File: src/rtl/auction_pkg.sv
// Shared types and sizing for the auction round controller and its argmax unit.
package auction_pkg;

    localparam int unsigned NUM_BIDDERS   = 10;
    localparam int unsigned IDX_W         = 4;
    localparam int unsigned BID_W_DEFAULT = 16;

    typedef logic [BID_W_DEFAULT-1:0] bid_t;

    typedef enum logic [1:0] {
        IDLE,
        COLLECT,
        EVAL,
        GRANT
    } state_t;

endpackage

File: src/rtl/fast_argmax10.sv
// 10-way argmax with a registered winner; ties resolve to the lowest index.
module fast_argmax10
    import auction_pkg::*;
#(
    parameter int unsigned W = BID_W_DEFAULT
) (
    input  logic                   clk,
    input  logic                   rst_n,
    input  logic [NUM_BIDDERS*W-1:0] bids,
    output logic [IDX_W-1:0]       win_idx,
    output logic [W-1:0]           win_bid
);

    typedef logic [IDX_W+W-1:0] cand_t;

    // Lower-index candidate always goes in lo, so ">" keeps ties on the lower index.
    function automatic cand_t pick(input cand_t lo, input cand_t hi);
        return (hi[W-1:0] > lo[W-1:0]) ? hi : lo;
    endfunction

    cand_t cand [NUM_BIDDERS];
    cand_t l1   [5];
    cand_t l2   [2];
    cand_t l3;
    cand_t best;

    always_comb begin
        for (int unsigned i = 0; i < NUM_BIDDERS; i++) begin
            cand[i] = {IDX_W'(i), bids[i*W +: W]};
        end
        for (int unsigned k = 0; k < 5; k++) begin
            l1[k] = pick(cand[2*k], cand[2*k+1]);
        end
        l2[0] = pick(l1[0], l1[1]);
        l2[1] = pick(l1[2], l1[3]);
        l3    = pick(l2[0], l2[1]);
        best  = pick(l3, l1[4]);
    end

    always_ff @(posedge clk) begin
        if (!rst_n) begin
            win_idx <= '0;
            win_bid <= '0;
        end else begin
            win_idx <= best[IDX_W+W-1:W];
            win_bid <= best[W-1:0];
        end
    end

endmodule

File: src/rtl/auction_round_ctrl.sv
// Runs one bidding round at a time: open, collect bids, evaluate argmax, hold grant.
module auction_round_ctrl
    import auction_pkg::*;
#(
    parameter int unsigned bW      = 16,
    parameter int unsigned TIMEOUT = 16,
    parameter int unsigned CW      = 16
) (
    input  logic                      clk,
    input  logic                      rst_n,
    input  logic [NUM_BIDDERS-1:0]    cfg_en,
    input  logic [NUM_BIDDERS-1:0]    bid_valid,
    input  logic [NUM_BIDDERS*bW-1:0] bid_value,
    output logic [NUM_BIDDERS-1:0]    bid_ready,
    output logic                      grant_valid,
    output logic [IDX_W-1:0]          grant_idx,
    output logic [bW-1:0]             grant_bid,
    input  logic                      grant_ready,
    output logic                      no_winner,
    output logic                      busy,
    output logic [CW-1:0]             round_cnt
);

    localparam int unsigned TW = $clog2(TIMEOUT);

    state_t                   state;
    logic [NUM_BIDDERS-1:0]   en_q;
    logic [NUM_BIDDERS-1:0]   submitted;
    logic [NUM_BIDDERS-1:0]   hs;
    logic [NUM_BIDDERS-1:0]   sub_next;
    logic [TW-1:0]            timer;
    logic [bW-1:0]            bid_q [NUM_BIDDERS];
    logic [NUM_BIDDERS*bW-1:0] masked;
    logic                     any_bid;
    logic [IDX_W-1:0]         win_idx;
    logic [bW-1:0]            win_bid;

    always_comb begin
        bid_ready = (state == COLLECT) ? (en_q & ~submitted) : '0;
        hs        = bid_valid & bid_ready;
        sub_next  = submitted | hs;
        for (int unsigned i = 0; i < NUM_BIDDERS; i++) begin
            masked[i*bW +: bW] = submitted[i] ? bid_q[i] : '0;
        end
        any_bid = |masked;
    end

    fast_argmax10 #(
        .W (bW)
    ) u_argmax (
        .clk     (clk),
        .rst_n   (rst_n),
        .bids    (masked),
        .win_idx (win_idx),
        .win_bid (win_bid)
    );

    // The argmax register is stable throughout GRANT because bid_q and the mask are frozen.
    assign busy      = (state != IDLE);
    assign grant_idx = grant_valid ? win_idx : '0;
    assign grant_bid = grant_valid ? win_bid : '0;

    always_ff @(posedge clk) begin
        if (!rst_n) begin
            state       <= IDLE;
            en_q        <= '0;
            submitted   <= '0;
            timer       <= '0;
            grant_valid <= 1'b0;
            no_winner   <= 1'b0;
            round_cnt   <= '0;
            for (int unsigned i = 0; i < NUM_BIDDERS; i++) begin
                bid_q[i] <= '0;
            end
        end else begin
            no_winner <= 1'b0;
            case (state)
                IDLE: begin
                    if (|(bid_valid & cfg_en)) begin
                        en_q      <= cfg_en;
                        submitted <= '0;
                        timer     <= '0;
                        state     <= COLLECT;
                    end
                end
                COLLECT: begin
                    for (int unsigned i = 0; i < NUM_BIDDERS; i++) begin
                        if (hs[i]) begin
                            bid_q[i] <= bid_value[i*bW +: bW];
                        end
                    end
                    submitted <= sub_next;
                    timer     <= timer + 1'b1;
                    if (sub_next == en_q || timer == TW'(TIMEOUT - 1)) begin
                        state <= EVAL;
                    end
                end
                EVAL: begin
                    if (!any_bid) begin
                        no_winner <= 1'b1;
                        submitted <= '0;
                        for (int unsigned i = 0; i < NUM_BIDDERS; i++) begin
                            bid_q[i] <= '0;
                        end
                        state <= IDLE;
                    end else begin
                        grant_valid <= 1'b1;
                        state       <= GRANT;
                    end
                end
                GRANT: begin
                    if (grant_ready) begin
                        grant_valid <= 1'b0;
                        round_cnt   <= round_cnt + 1'b1;
                        submitted   <= '0;
                        for (int unsigned i = 0; i < NUM_BIDDERS; i++) begin
                            bid_q[i] <= '0;
                        end
                        state <= IDLE;
                    end
                end
                default: state <= IDLE;
            endcase
        end
    end

endmodule

File: config.mk
export PLATFORM = sky130hd
export DESIGN_NAME = auction_round_ctrl
export DESIGN_NICKNAME = d
export VERILOG_FILES = /design/src/rtl/auction_pkg.sv /design/src/rtl/fast_argmax10.sv /design/src/rtl/auction_round_ctrl.sv
export SDC_FILE = /design/constraint.sdc
export NUM_CORES = 1
export LEC_CHECK = 0
export ABC_CLOCK_PERIOD_IN_PS = 10800
export CAP_MARGIN = 0
export CORE_ASPECT_RATIO = 0.5
export CORE_MARGIN = 2
export CORE_UTILIZATION = 45
export DETAILED_ROUTE_END_ITERATION = 10
export PLACE_DENSITY = 0.65
export SLEW_MARGIN = 15
export SYNTH_ARGS = -nofsm -noshare
export SYNTH_HDL_FRONTEND = slang
export SYNTH_SLANG_ARGS = --single-unit
export TNS_END_PERCENT = 20
File: constraint.sdc
create_clock -name clk -period 10.8 [get_ports clk]
set_clock_uncertainty 0.1 [all_clocks]
set_input_delay 2.16 -clock clk [delete_from_list [all_inputs] [get_ports clk]]
set_output_delay 2.16 -clock clk [all_outputs]
set_load 0.005 [all_outputs]
==> results.ini, run 1 <==
[outcome]
status=completed

[setup_path]
path_class=reg2reg
cp.arrival_ps=10330
regToRegEndpoint=u_argmax.win_idx[0]
ff2ff_setup_slack_ps=830
r2r-start=submitted[6]
critPathMaxStageDelay_ps=770
cp-endpoint=u_argmax.win_idx[0]
start_kind=flop
cp_max_fo=30
rr_worst_depth=38

[power_and_ir_drop]
power_density_nw_per_um2=160.0
power.leakage_uw=0.008290
pwr-share-clk_pct=30.0
pg_seq_uw=1160
max-vdd-ir-drop_mv=0.1387

[final_layout]
lay_top_cells=clkdlybuf4s50_1, nand2_1, and2_1, edfxtp_1, inv_1
regMostFlops=bid_q
final_common_cell=clkdlybuf4s50_1
layout-drive-gt1-share_pct=6.004
largest_reg_flops=160
synthToLayoutAreaGrowth_pct=23.74
utilization_pct=56.61

[synth]
top_cells_by_area=edfxtp_1, ha_1, dfxtp_1
avgSynthCellArea_um2=9.125
fp_nets=1982
ys_top_logic_family=simple AND/OR/NAND/NOR gates
ff_type=edfxtp_1
xor_area_share_pct=0.8095
ys_async_sr_fraction_pct=0
ys_cells=1660
most_common_cell=nand2_1
synth_area_leader_cell=edfxtp_1
synthCells=1660
aoi_share_pct=13.18
synth_cell_types=70
edf_count=160

[cts]
htree_levels=1
cts_hold_buffers=0
cts.sinks=224
root_buffer=clkbuf_16
path_clk_slew_ps=70
tritoncts=done

[drt]
routed_wl_um=45510
drc=0
vias=12882

[final_timing]
worst_slew_pin_slew_ps=1234
maxSlewViolCount=0
whs_ps=384.7
min_period_ps=9968
max-slew-margin-rel_pct=16.69
hold_viol_final=0
fin_ws_ps=832.4
final-setup-viol-count=0

[floorplanning]
design.die.area_um2=35230
die_y_um=133.7
io_pins=232
fp_util_pct=45.75

[grt]
grt_pass1_wl_um=70520
grt_start_max_net_pins=38
antenna_found_initial=1
grt-ovfl-total=0

[run]
max_cap_viol_count=0
tool_warnings=26

[placement]
dp_hpwl_um=36910
gp_congestion=0.9731

[min_path]
hold_depth=1

## run 1: cell type report
class | count | area (um2)
tap | 441 | 551.8
timing repair buffer | 253 | 2477
multi-input combinational | 1219 | 8234
inverter | 144 | 540.5
sequential | 224 | 6086
clock inverter | 18 | 274.0
clock buffer | 24 | 579.3
fill | 2973 | 14370
## run 1: routing by layer
| metal | GRT usage [%] | up-vias | wire length, um | share of wire [%] |
|---|---|---|---|---|
| met5 | 0 | - | 0 | 0 |
| met4 | 4.571 | 0 | 801 | 1.8 |
| met3 | 4.325 | 55 | 3319 | 7.3 |
| met2 | 40.84 | 434 | 19850 | 44 |
| met1 | 37.56 | 6106 | 21540 | 47 |
| li1 | - | 6287 | - | - |
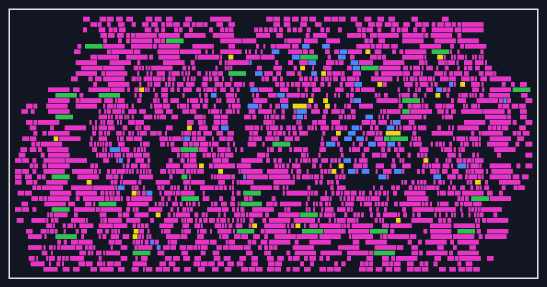
Run 1: cells by drive strength
Scale: 2 px per um.
color	size	cells	share	most used
magenta	_0 and _1 cells	1769	94%	clkdlybuf4s50_1
green	_6 and larger	32	1.7%	clkbuf_16
blue	_2 cells	50	2.7%	mux2_2
yellow	_3 and _4 cells	31	1.6%	buf_4

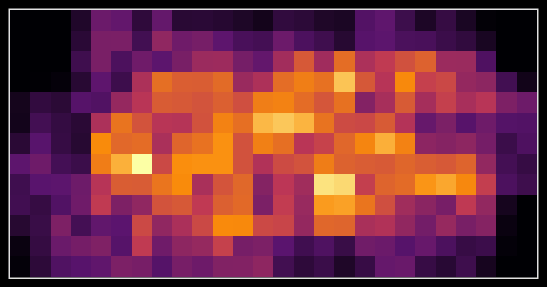
Run 1: routed metal per tile
Scale: 2 px per um. The die is cut into 26 by 13 equal tiles; black is low, pale yellow is high, scaled to the fullest tile. Values are wire area over tile area, all layers added.
fullest tile	0.56
mean over tiles	0.21
nearly empty tiles	7.7%
tiles over half the peak	33%

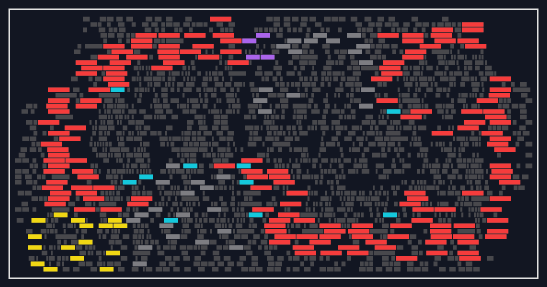
Run 1: where the registers sit
Scale: 2 px per um. Other sequential cells in the stronger gray, the rest of the logic in the fainter gray.
color	netlist name	placed flops
yellow	round_cnt	16
purple	u_argmax.win_idx	4
cyan	submitted	10
red	bid_q	160
not colored	34

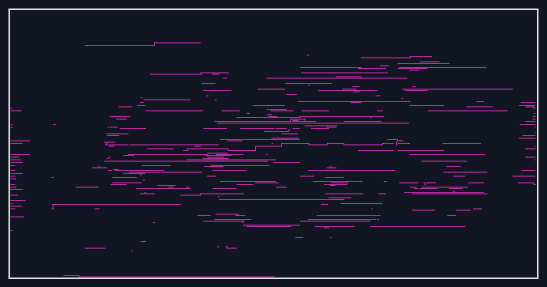
Run 1: metal 3
Scale: 2 px per um.
share of all routed wire	7.3%
longest straight run	97.5 um

==> run 1 -> run 2 <==
--- a/config.mk
+++ b/config.mk
@@ -6,7 +6,7 @@
 export NUM_CORES = 1
 export LEC_CHECK = 0
 export ABC_CLOCK_PERIOD_IN_PS = 10800
-export CAP_MARGIN = 0
+export CAP_MARGIN = 20
 export CORE_ASPECT_RATIO = 0.5
 export CORE_MARGIN = 2
 export CORE_UTILIZATION = 45
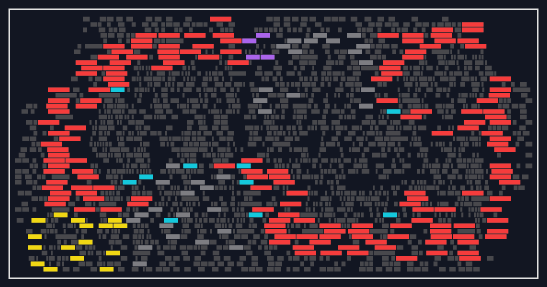
Run 2: where the registers sit
Scale: 2 px per um. Other sequential cells in the stronger gray, the rest of the logic in the fainter gray.
color	netlist name	placed flops
red	bid_q	160
cyan	submitted	10
yellow	round_cnt	16
purple	u_argmax.win_idx	4

==> run 2 against run 1 <==
Effect of this change: critical path depth did not move; count of clock-buffer cells in the layout stayed put; critical endpoint unchanged; worst setup slack did not move; non-clock buffer count did not move; power unchanged; register-to-register slack barely moved; sequential power hardly changed; via count did not move; utilization is the same; maximum frequency unchanged; synthesized cell count stayed put.
==> results.ini, run 2 <==
[outcome]
status=completed

[synth]
ys_top_logic_family=simple AND/OR/NAND/NOR gates
top_cells_by_count=nand2_1, and2_1, edfxtp_1
aoi_share_pct=13.18
top_cells_by_area=edfxtp_1, ha_1, dfxtp_1
synth_area_leader_cell=edfxtp_1
most_common_cell=nand2_1
edf_count=160
ff_type=edfxtp_1
xor_area_share_pct=0.8095
avgSynthCellArea_um2=9.125
fp_nets=1982
synthCells=1660
ys_cells=1660

[final_timing]
max-slew-margin-rel_pct=16.69
whs_ps=384.7
fin_ws_ps=832.4
final-setup-viol-count=0
worst_slew_pin_slew_ps=1234
min_period_ps=9968
hold_viol_final=0

[power_and_ir_drop]
pwr-share-clk_pct=30.0
power_density_nw_per_um2=160.0
max-vdd-ir-drop_mv=0.1387
pg_seq_uw=1160
power.leakage_uw=0.008290
internal-power_uw=2016

[cts]
tritoncts=done
cts.sinks=224
htree_levels=1
cts_hold_buffers=0
path_clk_slew_ps=70
root_buffer=clkbuf_16

[final_layout]
layout-drive-gt1-share_pct=6.004
utilization_pct=56.61
regMostFlops=bid_q
synthToLayoutAreaGrowth_pct=23.74
lay_top_cells=clkdlybuf4s50_1, nand2_1, and2_1, edfxtp_1, inv_1
largest_reg_flops=160
final_common_cell=clkdlybuf4s50_1
fin_nets=2187

[setup_path]
cp_max_fo=30
cp-endpoint=u_argmax.win_idx[0]
rr_worst_depth=38
start_kind=flop
regToRegEndpoint=u_argmax.win_idx[0]
path_class=reg2reg
required_ps=11170
critPathMaxStageDelay_ps=770
ff2ff_setup_slack_ps=830

[grt]
use_met1_pct=37.56
met2_usage_pct=40.84
use_met3_pct=4.325
antenna_found_initial=1
busiest_layer=met2
grt-ovfl-total=0
grt_pass1_wl_um=70520
grt_start_max_net_pins=38

[drt]
vias=12882
wl_per_cell_um=19.59
first_pass_iters=5
routed_wl_um=45510
drc=0

[min_path]
hold_depth=1

[placement]
dp_hpwl_um=36910
gp_congestion=0.9731

[floorplanning]
io_pins=232
fp_util_pct=45.75
design.die.area_um2=35230
die_x_um=263.5

[run]
tool_warnings=26
max_cap_viol_count=0

[run 2: cell counts after synthesis]
Identical to the previous run, type by type.
[run 2: cell type report]
cell class                 instances  area [um2]
clock buffer                      24       579.3
tap                              441       551.8
multi-input combinational       1219        8234
sequential                       224        6086
fill                            2973       14370
inverter                         144       540.5
clock inverter                    18       274.0
timing repair buffer             253        2477
[run 2: per-layer routing]
layer / share of wire (%) / wire length (um) / up-vias
li1: - / - / 6287
met1: 47 / 21540 / 6106
met2: 44 / 19850 / 434
met3: 7.3 / 3319 / 55
met4: 1.8 / 801 / 0
met5: 0 / 0 / -
[run 2: cell families after synthesis]
group	after synthesis
and+or+nand+nor	669
adders and majority gates	140
AOI/OAI and AO/OA	301
xor gates and xnor gates	14
buffers and inverters	217
DFF	224
muxes	95
Power figures rest on the tool's default switching activity, not on a simulated workload.
